===== src/rtl/br_redirect_ctl_pkg.sv =====
`default_nettype none
// +----------------------------------------------------------------------+
// | br_redirect_ctl_pkg : shared types for the mispredict/redirect path   |
// | Rev 1.0                                                               |
// +----------------------------------------------------------------------+
package br_redirect_ctl_pkg;

    localparam int unsigned PKG_ROB_IDX_W = 5;
    localparam int unsigned PADDR_W       = 32;

    typedef logic [PADDR_W-1:0] t_paddr;

    typedef struct packed {
        logic                     wrap;
        logic [PKG_ROB_IDX_W-1:0] idx;
    } t_rob_id;

    typedef struct packed {
        logic    valid;
        t_paddr  target_addr;
        t_rob_id robid;
    } t_br_mispred_pkt;

    typedef struct packed {
        logic   valid;
        t_paddr addr;
    } t_fe_redirect_pkt;

    typedef enum logic [1:0] {
        RC_IDLE     = 2'd0,
        RC_FLUSH    = 2'd1,
        RC_DRAIN    = 2'd2,
        RC_REDIRECT = 2'd3
    } t_redirect_ctl_state;

    // Wrap bits differ once the ROB pointer has lapped, which inverts the index order.
    function automatic logic rob_older(input t_rob_id a, input t_rob_id b);
        return (a.wrap == b.wrap) ? (a.idx < b.idx) : (a.idx > b.idx);
    endfunction

endpackage
`default_nettype wire


===== src/rtl/br_oldest_sel.sv =====
`default_nettype none
// +----------------------------------------------------------------------+
// | br_oldest_sel : combinational NUM_BR-way oldest-robid selection       |
// | Rev 1.0                                                               |
// +----------------------------------------------------------------------+
module br_oldest_sel
    import br_redirect_ctl_pkg::*;
#(
    parameter int unsigned NUM_BR = 2
) (
    input  t_br_mispred_pkt [NUM_BR-1:0] i_pkts,
    output t_br_mispred_pkt              o_sel
);

    t_br_mispred_pkt w_best;

    // Only a strictly older packet displaces the current pick, so ties keep the lowest unit.
    always_comb begin
        w_best = '0;
        for (int i = 0; i < NUM_BR; i++) begin
            if (i_pkts[i].valid && (!w_best.valid || rob_older(i_pkts[i].robid, w_best.robid))) begin
                w_best = i_pkts[i];
            end
        end
    end

    assign o_sel = w_best;

endmodule
`default_nettype wire


===== src/rtl/br_redirect_ctl.sv =====
`default_nettype none
// +----------------------------------------------------------------------+
// | br_redirect_ctl : oldest-mispredict flush, drain and fetch redirect   |
// | Rev 1.0                                                               |
// +----------------------------------------------------------------------+
module br_redirect_ctl
    import br_redirect_ctl_pkg::*;
#(
    parameter int unsigned NUM_BR    = 2,
    parameter int unsigned ROB_IDX_W = PKG_ROB_IDX_W
) (
    input  logic                         clk,
    input  logic                         reset,
    input  t_br_mispred_pkt [NUM_BR-1:0] br_mispred_ex0,
    input  logic                         drain_done,
    input  logic                         fe_redirect_ready,
    output logic                         flush_valid,
    output logic [ROB_IDX_W:0]           flush_robid,
    output logic                         fe_redirect_valid,
    output t_paddr                       fe_redirect_addr,
    output logic                         busy,
    output logic [31:0]                  mispred_cnt
);

    t_redirect_ctl_state state_q, state_d;
    t_rob_id             cap_robid_q, cap_robid_d;
    t_paddr              cap_tgt_q, cap_tgt_d;
    logic                flush_valid_q, flush_valid_d;
    t_rob_id             flush_robid_q, flush_robid_d;
    t_fe_redirect_pkt    fe_redirect_q, fe_redirect_d;
    logic                busy_q, busy_d;
    logic [31:0]         mispred_cnt_q, mispred_cnt_d;

    t_br_mispred_pkt     sel;
    logic                take_new;

    br_oldest_sel #(
        .NUM_BR (NUM_BR)
    ) u_oldest_sel (
        .i_pkts (br_mispred_ex0),
        .o_sel  (sel)
    );

    always_ff @(posedge clk) begin
        if (reset) begin
            state_q       <= RC_IDLE;
            cap_robid_q   <= '0;
            cap_tgt_q     <= '0;
            flush_valid_q <= 1'b0;
            flush_robid_q <= '0;
            fe_redirect_q <= '0;
            busy_q        <= 1'b0;
            mispred_cnt_q <= '0;
        end else begin
            state_q       <= state_d;
            cap_robid_q   <= cap_robid_d;
            cap_tgt_q     <= cap_tgt_d;
            flush_valid_q <= flush_valid_d;
            flush_robid_q <= flush_robid_d;
            fe_redirect_q <= fe_redirect_d;
            busy_q        <= busy_d;
            mispred_cnt_q <= mispred_cnt_d;
        end
    end

    // An older arrival overrides every other transition, including a same-cycle
    // drain_done or redirect handshake; the accepted redirect still stands.
    always_comb begin
        state_d     = state_q;
        cap_robid_d = cap_robid_q;
        cap_tgt_d   = cap_tgt_q;
        take_new    = sel.valid && ((state_q == RC_IDLE) || rob_older(sel.robid, cap_robid_q));
        if (take_new) begin
            state_d     = RC_FLUSH;
            cap_robid_d = sel.robid;
            cap_tgt_d   = sel.target_addr;
        end else begin
            case (state_q)
                RC_FLUSH:    state_d = RC_DRAIN;
                RC_DRAIN:    if (drain_done)        state_d = RC_REDIRECT;
                RC_REDIRECT: if (fe_redirect_ready) state_d = RC_IDLE;
                default:     state_d = state_q;
            endcase
        end
    end

    // Outputs are decoded from the next state so they appear registered with no extra latency.
    always_comb begin
        flush_valid_d       = (state_d == RC_FLUSH);
        flush_robid_d       = flush_valid_d ? cap_robid_d : flush_robid_q;
        fe_redirect_d.valid = (state_d == RC_REDIRECT);
        fe_redirect_d.addr  = fe_redirect_d.valid ? cap_tgt_d : fe_redirect_q.addr;
        busy_d              = (state_d != RC_IDLE);
        mispred_cnt_d       = mispred_cnt_q;
        if (flush_valid_d && !(&mispred_cnt_q)) begin
            mispred_cnt_d = mispred_cnt_q + 32'd1;
        end
    end

    assign flush_valid       = flush_valid_q;
    assign flush_robid       = flush_robid_q;
    assign fe_redirect_valid = fe_redirect_q.valid;
    assign fe_redirect_addr  = fe_redirect_q.addr;
    assign busy              = busy_q;
    assign mispred_cnt       = mispred_cnt_q;

endmodule
`default_nettype wire

===== config.mk =====
export PLATFORM = sky130hd
export DESIGN_NAME = br_redirect_ctl
export DESIGN_NICKNAME = d
export VERILOG_FILES = /design/src/rtl/br_redirect_ctl_pkg.sv /design/src/rtl/br_oldest_sel.sv /design/src/rtl/br_redirect_ctl.sv
export SDC_FILE = /design/constraint.sdc
export NUM_CORES = 1
export LEC_CHECK = 0
export CAP_MARGIN = 20
export CORE_MARGIN = 3
export CORE_UTILIZATION = 49
export CTS_BUF_LIST = sky130_fd_sc_hd__clkbuf_16
export DETAILED_ROUTE_END_ITERATION = 6
export GPL_ROUTABILITY_DRIVEN = 0
export HOLD_SLACK_MARGIN = 0.1
export PLACE_DENSITY = 0.91
export SLEW_MARGIN = 10
export SYNTH_ARGS = -nofsm -noshare
export SYNTH_HDL_FRONTEND = slang
export SYNTH_HIERARCHICAL = 1
export SYNTH_SLANG_ARGS = --single-unit

===== constraint.sdc =====
create_clock -name clk -period 5.59 [get_ports clk]
set_input_delay 1.118 -clock clk [delete_from_list [all_inputs] [get_ports clk]]
set_output_delay 1.118 -clock clk [all_outputs]
set_load 0.02 [all_outputs]

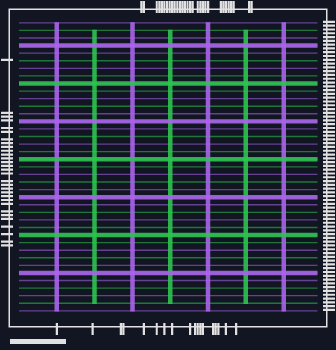
**Above:** supply network.
Scale bar: 20 µm. Pins as bars on the die edge.
| color | net |
|---|---|
| green | VDD |
| purple | VSS |
met5 straps: 7
met1 rails: 39
rows: 38
met4 straps: 7
signal pins: 155

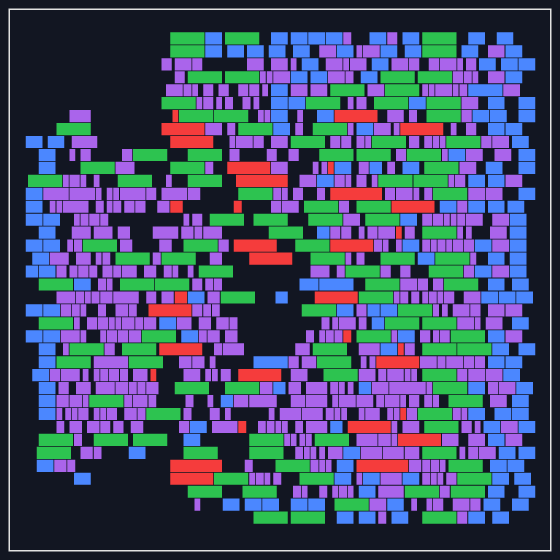
**Above:** placed cells, one color a class.
| color | class | cells | share of their area |
|---|---|---|---|
| green | sequential cells | 113 | 29% |
| blue | remaining buffers and delay cells | 167 | 22% |
| red | clock drivers and dummy loads | 32 | 7.8% |
| purple | remaining logic cells | 485 | 41% |

[final cells by class]
cell class,instances,share of cell area
Sequential cell,113,0.287
Inverter,13,0.00618
Timing Repair Buffer,167,0.213
Clock inverter,15,0.0219
Clock buffer,17,0.0539
Tap cell,140,0.0222
Multi-Input combinational cell,472,0.397
[layer usage]
layer | up-vias | track usage
met1 | 2591 | 0.295
met3 | 47 | 0.0706
li1 | 2583 | -
met2 | 278 | 0.421
met5 | - | 0
met4 | 0 | 0.113
[where the power goes]
part	total, W	internal [W]	switching (W)	leakage (nW)
combinational	0.000425	0.000187	0.000238	1.54
sequential	0.000883	0.000854	0.0000283	0.918
clock	0.00109	0.000732	0.000354	0.287
[cells in the mapped netlist (all sizes together), types with 3 or more instances]
| master | instances | share of area |
|---|---|---|
| clkbuf | 33 | 0.022 |
| mux2 | 16 | 0.037 |
| nor2 | 25 | 0.019 |
| or4 | 12 | 0.016 |
| nand4 | 3 | 0.0033 |
| o21ai | 4 | 0.0035 |
| a32o | 37 | 0.066 |
| nor2b | 17 | 0.019 |
| inv | 13 | 0.0086 |
| a21oi | 61 | 0.054 |
| mux2i | 33 | 0.058 |
| nor3 | 12 | 0.011 |
| buf | 20 | 0.025 |
| nor3b | 3 | 0.0040 |
| o31ai | 12 | 0.016 |
| nand2 | 102 | 0.068 |
| ha | 11 | 0.024 |
| nand2b | 64 | 0.071 |
| and3 | 5 | 0.0055 |
| nor4 | 7 | 0.0077 |
| and4 | 4 | 0.0062 |
| nand3 | 16 | 0.014 |
| dfxtp | 113 | 0.40 |
[worst max-delay path, stage by stage]
cell and delay (ps):
clkdlybuf4s50_1 520, buf_12 170, nand2_1 80, ha_1 330, and4_1 240, a221oi_2 330, nand3_1 240, a21o_1 330
a32o_1 330, ha_1 320, o211a_1 140, o31ai_1 80, a221oi_1 270, buf_4 200, o2111ai_1 130, buf_4 220
nor3b_1 280, mux2_4 330
[registers in the layout, indices dropped and copies added (netlist names)]
register           cells
flush_valid            1
mispred_cnt           32
fe_redirect_valid      1
cap_robid_q            6
cap_tgt_q             32
fe_redirect_addr      32
busy                   1
state_q                2
flush_robid            6
[stage by stage]
step           setup TNS, ps  cell area, µm²  cells
4_1_cts                    0            7870    936
3_5_place_dp          -12460            7270    904
2_1_floorplan              0            5650    650
6_report                   0            7890    937
5_1_grt                    0            7890    937
3_3_place_gp               0            7270    904
[how the worst min path moves through the flow]
stage | to | depth (start not counted) | startpoint | slack [ps]
after detailed placement | cap_robid_q[4] | 2 | cap_robid_q[4] | 450
after CTS | cap_robid_q[4] | 2 | cap_robid_q[4] | 450
after global routing | cap_robid_q[4] | 2 | cap_robid_q[4] | 460
after global placement | cap_tgt_q[3] | 2 | cap_tgt_q[3] | 440
final | cap_robid_q[3] | 2 | cap_robid_q[3] | 450
after floorplan | cap_robid_q[1] | 2 | cap_robid_q[1] | 440
[cells by family (layout without fill, tap and decap cells)]
logic type	Yosys count	count (layout)
DFF	113	113
muxes	49	49
and+or+nand+nor	277	277
adders and majority gates	11	11
xor gates and xnor gates	2	2
AOI/OAI and AO/OA	132	133
buffers and inverters	66	212
==> ci_impl_report.md <==
### Metrics collected by this job

| Metric | Value |
|---|---|
| F_max | `0.185 GHz` |
| Most used logic cell in the final layout | `clkdlybuf4s50_1` |
| DRC Markers | `0` |
| Syn Inst Count | `650` |
| Internal reg-to-reg setup slack | `2880 ps` |
| Crit path required time | `5870 ps` |
| Depth of the worst register-to-register path | `6` |
| Count of different cell masters after synthesis | `52` |
| Number of enable flip-flop cells | `0` |
| Die Wd | `113 µm` |
| Critical Path Source | `br_mispred_ex0[38]` |
| Filler Cells Inserted | `786` |
| Layout cells sized above 1 | `0.0753` |
| Status | `finished, final reports clean` |
| Top routing layer in use | `met4` |
| Xor/xnor share | `0.00310` |
| End of the worst register-to-register path | `mispred_cnt[19]` |
| DR WL met3 | `1380 µm` |
| Log Warnings | `28` |
| DP Wirelength | `11000 µm` |
| Num rows | `38` |
| Hold slack final | `454 ps` |
| Number of global-route vias before repair | `5388` |
| CTS tree | `built` |
| Aoi share | `0.167` |
| CTS sink cnt | `113` |
| Total Routing Usage GR | `0.250` |
| Initial antenna violation count | `0` |
| Worst Setup EP | `mispred_cnt[19]` |
| Register share after synthesis | `0.400` |
| P&R area growth vs syn | `39.6%` |
| Average size of a mapped cell | `8.70 µm²` |
| Critical path class | `primary input to flip-flop` |
| Area of the mapped netlist | `5650 µm²` |
| Largest net degree at the start of global routing | `101` |
| Minimum clock period after layout | `5390 ps` |
| P per Cell Area | `303 nW/µm²` |
| Reg clk slew, reported paths | `50 ps` |
| Top_reg_cell synth | `dfxtp_1` |
| Gate Area | `3130 µm²` |
| CTS Hold Bufs | `0` |
| Detailed Route WL | `16300 µm` |
| Hold Vio Cnt, Final | `0` |
| Worst slack, placed | `-267 ps` |
| First-pass GRT wire length | `26100 µm` |
| FFs w/ async S/R, synth | `0` |
| Wire length on met1 | `6670 µm` |
| Post-CTS setup buffers | `0` |
Power is estimated from default activity; no workload was simulated.
